**src/rtl/pc_flow_ctrl_pkg.sv**
```systemverilog
// Shared definitions for the fetch-side flow controller: sequencing states,
// PC increment and the NOP encoding loaded into IF/ID and ID/EX on flush/bubble.
package pc_flow_ctrl_pkg;

  typedef enum logic [1:0] {
    BOOT  = 2'd0,
    RUN   = 2'd1,
    STALL = 2'd2,
    FLUSH = 2'd3
  } pc_state_e;

  localparam int unsigned PC_STEP  = 4;
  localparam logic [31:0] NOP_INSN = 32'h0000_0013;

endpackage

```
**src/rtl/pc_flow_perf.sv**
```systemverilog
// Saturating event counters for stall, flush and bubble cycles.
// Only instantiated when PC_FLOW_PERF_EN is defined.
module pc_flow_perf
  import pc_flow_ctrl_pkg::*;
(
  input  logic        clk,
  input  logic        rst_n,
  input  logic        stall,
  input  logic        flush,
  input  logic        bubble,
  output logic [31:0] stall_cnt,
  output logic [31:0] flush_cnt,
  output logic [31:0] bubble_cnt
);

  // Each counter advances once per cycle its event is high and sticks at all-ones.
  always_ff @(posedge clk or negedge rst_n) begin
    if (!rst_n) begin
      stall_cnt  <= '0;
      flush_cnt  <= '0;
      bubble_cnt <= '0;
    end else begin
      if (stall && (stall_cnt != '1))
        stall_cnt <= stall_cnt + 32'd1;
      if (flush && (flush_cnt != '1))
        flush_cnt <= flush_cnt + 32'd1;
      if (bubble && (bubble_cnt != '1))
        bubble_cnt <= bubble_cnt + 32'd1;
    end
  end

endmodule

```
**src/rtl/pc_flow_ctrl.sv**
```systemverilog
// Fetch PC sequencer: turns hazard-unit requests (load-use hold, late-jump
// hold, jump redirect) into PC updates and IF/ID stall/flush and ID/EX bubble.
// Optional feature macro: PC_FLOW_PERF_EN adds saturating event counters.
module pc_flow_ctrl
  import pc_flow_ctrl_pkg::*;
#(
  parameter int unsigned       ADDR_W       = 32,
  parameter logic [ADDR_W-1:0] RESET_PC     = '0,
  parameter int unsigned       FLUSH_CYCLES = 2
) (
  input  logic              clk,
  input  logic              rst_n,
  input  logic              ld_hold,
  input  logic              jmp_hold,
  input  logic              jmp,
  input  logic [ADDR_W-1:0] jmp_addr_i,
  input  logic              imem_ready,
  output logic [ADDR_W-1:0] pc_o,
  output logic              imem_req,
  output logic              if_id_stall,
  output logic              if_id_flush,
  output logic              id_ex_bubble
`ifdef PC_FLOW_PERF_EN
  ,
  output logic [31:0]       stall_cnt_o,
  output logic [31:0]       flush_cnt_o,
  output logic [31:0]       bubble_cnt_o
`endif
);

  localparam logic [3:0]        FLUSH_INIT = 4'(FLUSH_CYCLES - 1);
  localparam logic [ADDR_W-1:0] STEP       = ADDR_W'(PC_STEP);
  localparam logic [ADDR_W-1:0] ALIGN_MASK = ~ADDR_W'(3);

  pc_state_e         state_q, state_d;
  logic [ADDR_W-1:0] pc_q, pc_d;
  logic [3:0]        fcnt_q, fcnt_d;

  // State, PC and flush counter registers.
  always_ff @(posedge clk or negedge rst_n) begin
    if (!rst_n) begin
      state_q <= BOOT;
      pc_q    <= RESET_PC;
      fcnt_q  <= '0;
    end else begin
      state_q <= state_d;
      pc_q    <= pc_d;
      fcnt_q  <= fcnt_d;
    end
  end

  // Priority: jmp > flush in progress > stall follow-up > ld_hold > jmp_hold/imem wait > advance.
  // The flush and stall-follow-up branches sit above ld_hold so hazards are ignored
  // while flushing and a held ld_hold yields only one bubble per STALL visit.
  always_comb begin
    state_d      = state_q;
    pc_d         = pc_q;
    fcnt_d       = fcnt_q;
    imem_req     = 1'b0;
    if_id_stall  = 1'b0;
    if_id_flush  = 1'b0;
    id_ex_bubble = 1'b0;
    case (state_q)
      BOOT: begin
        state_d = RUN;
      end
      default: begin
        imem_req = 1'b1;
        if (jmp) begin
          pc_d        = jmp_addr_i & ALIGN_MASK;
          if_id_flush = 1'b1;
          fcnt_d      = FLUSH_INIT;
          state_d     = (FLUSH_INIT != '0) ? FLUSH : RUN;
        end else if (state_q == FLUSH) begin
          if_id_flush = 1'b1;
          if (imem_ready)
            pc_d = pc_q + STEP;
          fcnt_d  = (fcnt_q != '0) ? (fcnt_q - 4'd1) : '0;
          state_d = (fcnt_d == '0) ? RUN : FLUSH;
        end else if (state_q == STALL) begin
          if_id_stall = 1'b1;
          state_d     = RUN;
        end else if (ld_hold) begin
          if_id_stall  = 1'b1;
          id_ex_bubble = 1'b1;
          state_d      = STALL;
        end else if (jmp_hold || !imem_ready) begin
          if_id_stall = 1'b1;
        end else begin
          pc_d = pc_q + STEP;
        end
      end
    endcase
  end

  assign pc_o = pc_q;

`ifdef PC_FLOW_PERF_EN
  pc_flow_perf u_perf (
    .clk        (clk),
    .rst_n      (rst_n),
    .stall      (if_id_stall),
    .flush      (if_id_flush),
    .bubble     (id_ex_bubble),
    .stall_cnt  (stall_cnt_o),
    .flush_cnt  (flush_cnt_o),
    .bubble_cnt (bubble_cnt_o)
  );
`endif

endmodule

```
**config.mk**
```make
export PLATFORM = sky130hd
export DESIGN_NAME = pc_flow_ctrl
export DESIGN_NICKNAME = d
export VERILOG_FILES = /design/src/rtl/pc_flow_ctrl_pkg.sv /design/src/rtl/pc_flow_perf.sv /design/src/rtl/pc_flow_ctrl.sv
export SDC_FILE = /design/constraint.sdc
export NUM_CORES = 1
export LEC_CHECK = 0
export ABC_AREA = 1
export CORE_ASPECT_RATIO = 1.4
export CORE_MARGIN = 5
export CORE_UTILIZATION = 45
export DETAILED_ROUTE_END_ITERATION = 8
export PLACE_DENSITY = 0.76
export RECOVER_POWER = 25
export SETUP_SLACK_MARGIN = 0.5
export SYNTH_ARGS = -nofsm -noshare
export SYNTH_HDL_FRONTEND = slang
export SYNTH_SLANG_ARGS = --single-unit
```
**constraint.sdc**
```tcl
create_clock -name clk -period 1.83 [get_ports clk]
set_input_delay 0.183 -clock clk [delete_from_list [all_inputs] [get_ports clk]]
set_output_delay 0.183 -clock clk [all_outputs]
set_load 0.1 [all_outputs]
```
**Clock nets**

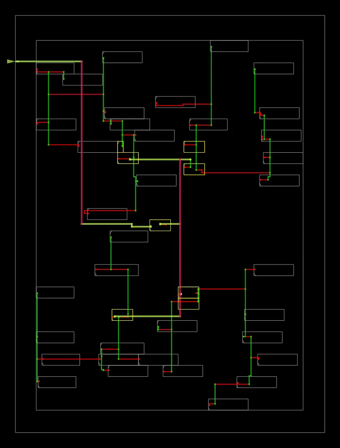
number of sequential cells: 36
Inserted Clock Buffers: 5
clk_skew: 13.1 ps
# clk buffers: 8

**Wires at chosen ports, followed through buffers**

Scale: 4 px per um.
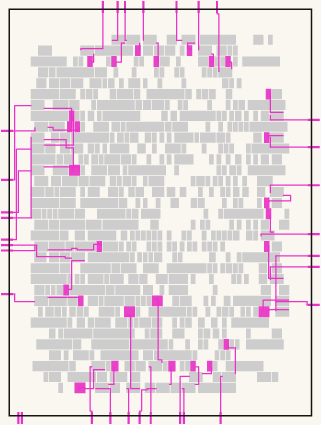
Key: jmp_addr_i = magenta [bits 32, direction input, edge 10 bottom, 8 left, 7 top, 7 right, end cells 30, buffers 30, wire 633 um]
I/O pins: 74
number of port buffers: 69

**Cell density map**

Scale: 3 px per um. 8 x 10 tiles, from dark purple (low) to yellow (high), 0 to 100% covered.
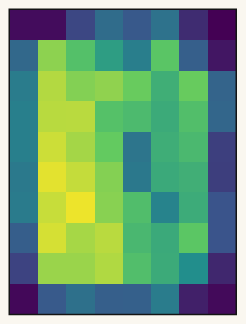
The mean over all tiles is 53%. 1.3% of the tiles are nearly empty. 29% of the tiles are over 75% full. The densest ninth of the die: left middle.
final core utilization: 0.713
core area: 5820 um^2
fp_density: 0.460

**Sequential cells grouped by signal name**

Scale: 4 px per um. Other cells in grey.
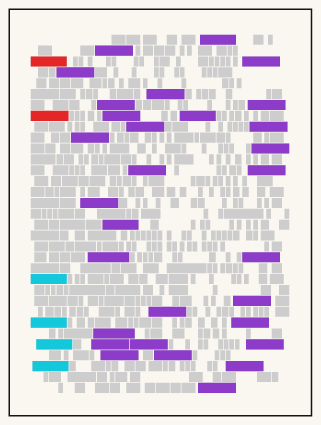
Key: pc_o = purple [flops 30]; fcnt_q = cyan [flops 4, where bottom left]; state_q = red [flops 2]
seq pwr: 1.37 mW
sequential share of cell area: 0.227
register area: 941 um^2

**Gate-type map**

Scale: 4 px per um.
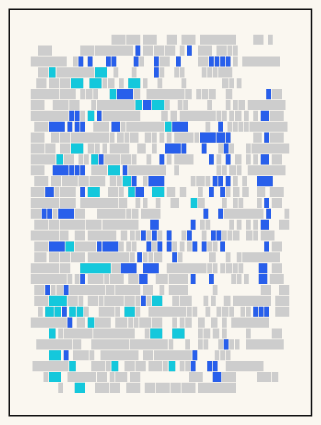
Key: inverting AOI/OAI gates = cyan [cells 38]; NOR gates = blue [cells 108, where spread over the die]
most numerous logic cell after layout: nand2_1
Comb area share: 0.428
fin cells: 612

==> summary.txt <==
run metrics: Worst Hold Path EP=pc_o[6]$_DFFE_PN0P_, Yosys top cell by area=dfrtp_1, Power Combinational=3.28 mW, stages on the worst setup path=5, post-DR wirelength/cell=15.7 um, CP Class=reg2out, most common logic cells in the final layout=141 x nand2_1, 82 x nor2_1, 48 x buf_4, CTS tree=built, MI comb cells=352, Mux area share=0, outcome=completed, first-pass GRT wire length=15100 um, crit end category=output port, Top Layer Used=met4, grt ovf=0, largest net degree at the start of global routing=37, grt peak-use layer=met2, Seq pwr share=0.258, Crit path max-delay family=buffers and inverters, Post-synth top cells=152 x nand2_1, 104 x nor2_1, 38 x nand3_1, Reg2Reg Depth=8, # nets final=580, post-CTS setup buffers=20, worst relative slew slack=0.370, yosys aoi share=0.0841, Remaining DRCs=0, Critical Path Start=state_q[1]$_DFFE_PN0P_, Bufs on Longest Clock Path=2, Die W=75.2 um, Via density=~5.3, Seq share, synth=0.336, fa+ha+maj area frac=0.00467, clk tree area frac=0.0241, Post-CTS Resized=roughly 60, Synth Cell Area=2680 um^2, Clk pwr share=0.123, Slew Viols, Final=0, Non-CTS buffers=107, worst slack at placement=140 ps, Late-Pin Clk Latency=~300 ps, count of library flops with an enable pin=0, CP cell instances=buf_6 -> nor2_4 -> clkinvlp_4 -> buf_4 -> buf_12, DRT Pass-1 Iters=4, clk pwr=653 uW, met3 usage=0.0407, Worst VDD drop=just over 0.0009 V, worst r2r src=state_q[1]$_DFFE_PN0P_, CP max-delay cell=dfrtp_2, yosys cell count=441, Hold-fix buffers, CTS=0, Internal=2.31 mW, comb area leader=simple AND/OR/NAND/NOR gates, and+or+nand+nor area frac=0.464, post-route clock period utilization=0.921, final hold slack=slightly below 500 ps, Comb area=1780 um^2, worst r2r dst=pc_o[4]$_DFFE_PN0P_, Worst EP arrival=1500 ps, H-tree depth=2, CTS clk-pin slew, worst paths=80 ps, met2 wire len=5150 um, Most used DFF post-synth=dfrtp_1, initial antenna violation count=0, fraction of registers with async set/reset=1.00, final worst slack=between 100 and 150 ps, startpoint types=flip-flop, aggregate negative setup slack=0 ps, net switching power=roughly 3 mW, Top pwr grp=combinational cells, gp weighted congestion=between 0.8 and 0.9, placed cell area=3460 um^2, ys flops=36, Yosys warnings=0, syn avg cell area=6.07 um^2, ANT cells=0, Metal-1 WL=3460 um, Detailed Route Iter0 Violations=175, Worst Path Max Fanout=4, final setup violation count=0, Logic pwr share=0.619, inverters=39, setup slack, reg-to-reg=150 ps, Lkg Pwr=1.82 nW, FP Rows=33, GR Util All Layers=0.256, Pwr Total=5.30 mW, area share, top type=0.336, CTS root buf=clkbuf_8, Hold Path Depth=3, clk sinks=36, fmax=594 MHz, met3 WL=537 um, vias in the first global route=3187, die area=7610 um^2, dpl hpwl=6490 um, NonClk Buf Share=0.260, cells after synthesis=roughly 440, most frequent cell after synthesis=nand2_1, num tapcells=70, synth-to-layout area growth=55.0%, CP bufs+invs=4, Hold WC Path Type=in2reg
Power figures rest on the tool's default switching activity, not on a simulated workload.
